==> src/rtl/hazard_ctrl.sv <==
// Pipeline hazard controller: load-use / ID-branch interlocks, data-memory freeze with watchdog, taken-branch flush.
// Optional stall performance counter enabled by defining HAZARD_PERF_EN.
module hazard_ctrl #(
  parameter int unsigned REG_AW   = 5,
  parameter int unsigned MAX_WAIT = 16,
  parameter int unsigned CNT_W    = 16
) (
  input  logic              clk,
  input  logic              rst,
  input  logic [REG_AW-1:0] rs1_ID,
  input  logic [REG_AW-1:0] rs2_ID,
  input  logic              use_rs1_ID,
  input  logic              use_rs2_ID,
  input  logic              branch_ID,
  input  logic              branch_taken_ID,
  input  logic [REG_AW-1:0] rd_EX,
  input  logic              RegWrite_EX,
  input  logic              MemRead_EX,
  input  logic [REG_AW-1:0] rd_MEM,
  input  logic              MemRead_MEM,
  input  logic              mem_ready,
  output logic              PCWrite,
  output logic              stall_IF_ID,
  output logic              stall_ID_EX,
  output logic              stall_EX_MEM,
  output logic              stall_MEM_WB,
  output logic              flush_IF_ID,
  output logic              flush_ID_EX,
  output logic              flush_EX_MEM,
  output logic              flush_MEM_WB,
  output logic              watchdog_err,
  output logic [CNT_W-1:0]  stall_cycles
);

  typedef enum logic [1:0] {
    RUN      = 2'd0,
    MEM_WAIT = 2'd1,
    HALT     = 2'd2
  } state_e;

  // Wait counter must hold MAX_WAIT-1; with the watchdog off it simply saturates.
  localparam int unsigned     WCNT_W    = (MAX_WAIT < 2) ? 1 : $clog2(MAX_WAIT + 1);
  localparam logic [WCNT_W-1:0] WAIT_LAST = WCNT_W'((MAX_WAIT == 0) ? 0 : MAX_WAIT - 1);
  localparam bit              WDOG_EN   = (MAX_WAIT != 0);

  state_e              state_q, state_d;
  logic [WCNT_W-1:0]   wait_cnt_q, wait_cnt_d;
  logic                wd_err_q, wd_err_d;

  logic mem_stall;
  logic ex_nz, mem_nz;
  logic hit_ex, hit_mem;
  logic load_use, br_haz;

  assign mem_stall = MemRead_MEM & ~mem_ready;
  assign ex_nz     = (rd_EX != '0);
  assign mem_nz    = (rd_MEM != '0);
  assign hit_ex    = (use_rs1_ID & (rs1_ID == rd_EX)) | (use_rs2_ID & (rs2_ID == rd_EX));
  assign hit_mem   = (use_rs1_ID & (rs1_ID == rd_MEM)) | (use_rs2_ID & (rs2_ID == rd_MEM));
  assign load_use  = MemRead_EX & ex_nz & hit_ex;
  assign br_haz    = branch_ID & ((RegWrite_EX & ex_nz & hit_ex) | (MemRead_MEM & mem_nz & hit_mem));

  always_ff @(posedge clk or posedge rst) begin
    if (rst) begin
      state_q    <= RUN;
      wait_cnt_q <= '0;
      wd_err_q   <= 1'b0;
    end else begin
      state_q    <= state_d;
      wait_cnt_q <= wait_cnt_d;
      wd_err_q   <= wd_err_d;
    end
  end

  // Next state plus pipeline controls; controls are combinational on state and inputs.
  always_comb begin
    state_d      = state_q;
    wait_cnt_d   = wait_cnt_q;
    wd_err_d     = wd_err_q;
    PCWrite      = 1'b1;
    stall_IF_ID  = 1'b0;
    stall_ID_EX  = 1'b0;
    stall_EX_MEM = 1'b0;
    stall_MEM_WB = 1'b0;
    flush_IF_ID  = 1'b0;
    flush_ID_EX  = 1'b0;
    flush_EX_MEM = 1'b0;
    flush_MEM_WB = 1'b0;

    unique case (state_q)
      RUN: begin
        if (mem_stall) begin
          state_d    = MEM_WAIT;
          wait_cnt_d = WCNT_W'(1);
        end
      end
      MEM_WAIT: begin
        if (!mem_stall) begin
          state_d    = RUN;
          wait_cnt_d = '0;
        end else if (WDOG_EN && (wait_cnt_q >= WAIT_LAST)) begin
          state_d  = HALT;
          wd_err_d = 1'b1;
        end else if (wait_cnt_q != '1) begin
          wait_cnt_d = wait_cnt_q + WCNT_W'(1);
        end
      end
      HALT:    state_d = HALT;
      default: state_d = RUN;
    endcase

    if (rst) begin
      PCWrite      = 1'b0;
      flush_IF_ID  = 1'b1;
      flush_ID_EX  = 1'b1;
      flush_EX_MEM = 1'b1;
      flush_MEM_WB = 1'b1;
    end else if (state_q == HALT) begin
      PCWrite      = 1'b0;
      stall_IF_ID  = 1'b1;
      stall_ID_EX  = 1'b1;
      stall_EX_MEM = 1'b1;
      stall_MEM_WB = 1'b1;
    end else if (mem_stall) begin
      PCWrite      = 1'b0;
      stall_IF_ID  = 1'b1;
      stall_ID_EX  = 1'b1;
      stall_EX_MEM = 1'b1;
      flush_MEM_WB = 1'b1;
    end else if (load_use || br_haz) begin
      PCWrite     = 1'b0;
      stall_IF_ID = 1'b1;
      flush_ID_EX = 1'b1;
    end else if (branch_taken_ID) begin
      flush_IF_ID = 1'b1;
    end
  end

  assign watchdog_err = wd_err_q;

`ifdef HAZARD_PERF_EN
  logic [CNT_W-1:0] stall_cycles_q;

  // Saturating count of cycles in which the PC was held.
  always_ff @(posedge clk or posedge rst) begin
    if (rst) begin
      stall_cycles_q <= '0;
    end else if (!PCWrite && (stall_cycles_q != '1)) begin
      stall_cycles_q <= stall_cycles_q + CNT_W'(1);
    end
  end

  assign stall_cycles = stall_cycles_q;
`else
  assign stall_cycles = '0;
`endif

endmodule

==> config.mk <==
export PLATFORM = sky130hd
export DESIGN_NAME = hazard_ctrl
export DESIGN_NICKNAME = d
export VERILOG_FILES = /design/src/rtl/hazard_ctrl.sv
export SDC_FILE = /design/constraint.sdc
export NUM_CORES = 1
export LEC_CHECK = 0
export ABC_CLOCK_PERIOD_IN_PS = 2700
export CAP_MARGIN = 15
export CORE_AREA = 10 10 61 63
export CTS_BUF_LIST = sky130_fd_sc_hd__clkbuf_16
export DETAILED_ROUTE_END_ITERATION = 7
export DIE_AREA = 0 0 71 73
export PLACE_DENSITY_LB_ADDON = 0.15
export SYNTH_ARGS = -nofsm -noshare
export SYNTH_HDL_FRONTEND = slang
export SYNTH_SLANG_ARGS = --single-unit
==> constraint.sdc <==
create_clock -name clk -period 2.7 [get_ports clk]
set_input_delay 0.54 -clock clk [delete_from_list [all_inputs] [get_ports clk]]
set_output_delay 0.54 -clock clk [all_outputs]
set_load 0.02 [all_outputs]
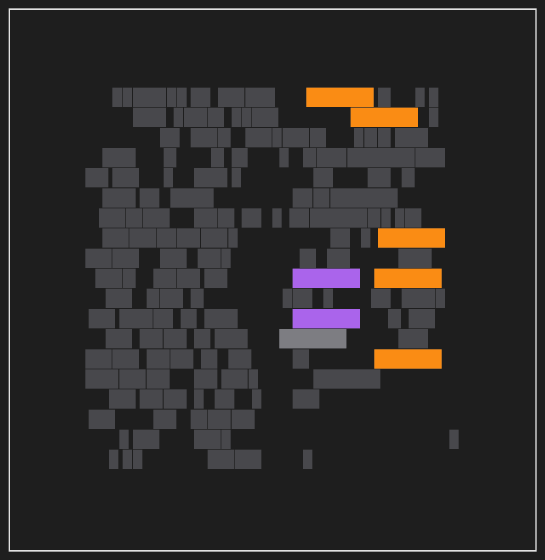
**Above:** sequential cells coloured by netlist name.
- wait_cnt_q: orange (sequential cells 5)
- state_q: purple (sequential cells 2)

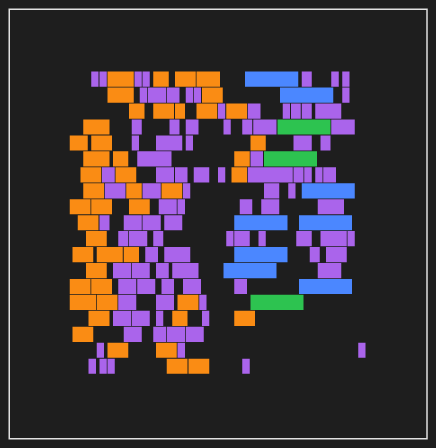
**Above:** cell classes on the final placement.
- clock-net drivers: green (cells 3; share of their area 5.4%)
- registers: blue (cells 8; share of their area 14%)
- remaining logic cells: purple (cells 98; share of their area 48%)
- remaining buffers and delay cells: orange (cells 46; share of their area 32%)

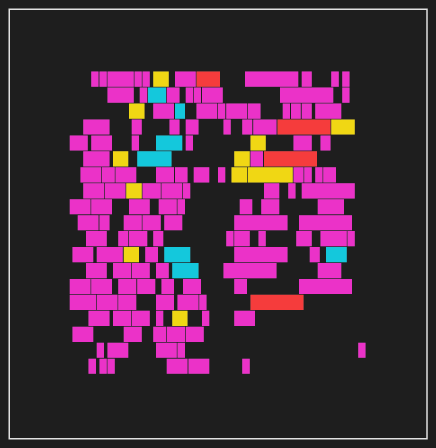
**Above:** cell sizes after repair.
- x6 and larger: red (cells 4)
- x1 and smaller: magenta (cells 133)
- x2: cyan (cells 7)
- x3 and x4: yellow (cells 11)

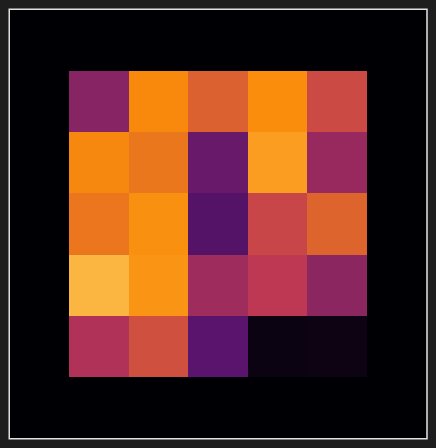
**Above:** local utilization.
The die is cut into 7 by 7 equal tiles; black is low, pale yellow is high, 0 to 100% covered.
- tiles over 75% full: 10%
- emptiest ninth of the die: lower right
- mean over tiles: 27%

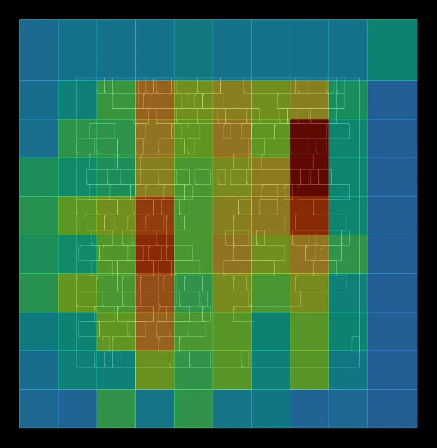
**Above:** track usage over the die.
detailed-route wire length per cell: 14.7 µm
Util after Layout: 54.3%

==> results_slide.txt <==
Physical Implementation Snapshot

Critical path
  • R2R cell count: 6
  • Top Family by Delay on Critical Path: buffers and inverters
  • Worst endpoint data arrival time: 2080 ps
  • Worst path depth: 7
  • Crit path required time: roughly 2200 ps
  • Critical Path End Type: output port
  • Worst-path maximum fanout: 4
  • Max stage delay on crit path: 540 ps
  • WS Path Type: in -> out
  • Worst Path Buf+Inv: 2
  • Reg-to-reg setup timing slack: 450 ps
  • Crit-path cells: clkdlybuf4s50_1 > xnor2_2 > nand4_1 > o22ai_2 > a22oi_2 > a31o_2 > buf_4
  • Worst Setup Start Kind: input port

Final layout
  • Layout cells sized above 1: between 10% and 20%
  • Top Layout Cells: clkdlybuf4s50_1 (28), xnor2_1 (20), conb_1 (16)
  • Design area: 1420 µm²
  • Fillcell total: between 200 and 300
  • P&R area growth vs syn: 54.8%
  • Final net count: 190
  • Finished Layout Cells: 186
  • Diode count: 0

Synth
  • Top logic family: XOR/XNOR gates
  • Yosys top cell by area: dfrtp_1
  • Post-Syn Area: 917 µm²
  • Yosys cell count: 109
  • Most frequent cell after synthesis: xnor2_1
  • Top cells by area: dfrtp_1 (22%), xnor2_1 (20%), buf_4 (15%)
  • Unique cell types: 32
  • XOR/XNOR Area Share: between 20% and 30%
  • Cells after Synth: 109
  • Commonest flop: dfrtp_1
  • Post-synth ARST share: 100%
  • Multiplexer share of the synthesized area: 1.23%
  • Chip Area, Yosys: 917 µm²
  • Synth top cells by count: xnor2_1 (21), buf_4 (18), nand2_1 (9)
  • Syn. warnings: 0
  • AO/OA Area Share: 17.5%
  • Adder share: under 10%
  • Simple Share, Synth: 19.0%
  • Post-synth top area share: around 22%
  • Synth Seq Share: between 20% and 30%
  • Number of flops mapped to enable cells by yosys: 0
  • Synth flops: 8

STA
  • Final TNS setup: 0 ps
  • Hold Fails Final Rpt: 0
  • Clk_skew: between 2 and 2.5 ps
  • Final worst path period need: 2620 ps
  • Cycle use final: 97.2%
  • Worst setup margin: around 76 ps
  • Fmax achieved: around 380 MHz
  • Setup violations, final: 0
  • Pins Over Slew Limit: 0
  • Final hold slack: 468 ps
  • RSZ-0062 raised after global routing: no

Detailed routing
  • Met2 WL post-DR: 1.51 mm
  • Final WL: 2.73 mm
  • Vias per inst: approximately 4.7
  • TritonRoute pass-1 iters: 4
  • DR vias: 879
  • Met1 wire length: 923 µm
  • # DRC: 0
  • Final ANT Viol Nets: 0
  • Uppermost layer routed: met4
  • Detailed route wirelength on metal3: 229 µm
  • First DRT Iteration DRCs: 28

Clock tree
  • Post-CTS setup buffers: 0
  • Clk root buf: clkbuf_16
  • Total CTS buffers: 3
  • CTS sink count: 8
  • CTS tree: done
  • H-tree levels: 1
  • Clk buf depth: 2
  • CTS resizes: 20
  • Hold buffer count at cts: 0
  • Clock latency on the worst-skew pair: between 200 and 250 ps

Global route
  • Gr usage total: a little over a tenth
  • Global-route wire length before repair: 4.50 mm
  • Largest net degree at the start of global routing: 9
  • Initial antenna violation count: 0
  • Grt met2 use: roughly a fifth
  • Met1 Resource Use GR: 8.96%
  • Grt total ovfl: 0
  • Grt peak-use layer: met2
  • Vias in the first global route: 1,007
  • Met3 Resource Use GR: 4.49%

Place
  • Dpl hpwl: 2.37 mm
  • Post-Place Cell Area: 1320 µm²
  • Pre-CTS WS: -473 ps
  • DP Cell Count: approximately 180
  • Routability cong.: 0.850
  • IO buf count: 39

Run status
  • Status: complete, no violations

Hold path
  • Worst Hold Depth: 1
  • Hold WC Path Type: reg -> reg

Power and ir drop
  • Pwr Total: 0.000561 W
  • Sw Ratio: 27.1%
  • Pwr dens: 395 nW/µm²
  • Reg power frac: 23.5%
  • Logic gate share of total power: between 30 and 40%
  • Seq. pwr: 0.000132 W
  • Peak VDD IR: 320 µV
  • Sw power: around 0.00015 W
  • Int Pwr: between 0.0004 and 0.0005 W
  • Pwr top: the clock network
  • P_comb: 0.000182 W
  • P_leak: 0.673 nW
  • Clock power share: 44.1%
  • Clk. pwr: roughly 0.00025 W

Floorplan
  • Core Rows: 19
  • Die height: 73 µm
  • Die width: 71 µm
  • Die area: 5180 µm²
  • Core Footprint: between 2000 and 3000 µm²
  • FP Core Util: 35.1%

Job
  • Max_cap viols: 0
  • OpenROAD warnings: 27
worst paths after layout:
kind | from | endpoint
max in group asynchronous | rst | wait_cnt_q[4]
min | watchdog_err | watchdog_err
min in group asynchronous | rst | wait_cnt_q[0]
max reg2reg | wait_cnt_q[0] | wait_cnt_q[0]
min reg2reg | watchdog_err | watchdog_err
max | rs1_ID[2] | flush_IF_ID
flip-flops by register name, summed over array words and instances, names as in the netlist:
signal	flops
state_q	2
watchdog_err	1
wait_cnt_q	5
cell type report:
cell class / count / area (µm²) / share of cell area (%)
inverter: 3 / 11.3 / 0.793
tap: 31 / 38.8 / 2.73
sequential: 8 / 200 / 14.1
timing repair buffer: 46 / 448 / 31.5
clock buffer: 3 / 75.1 / 5.29
multi-input combinational: 95 / 647 / 45.6
Power is estimated from default activity; no workload was simulated.
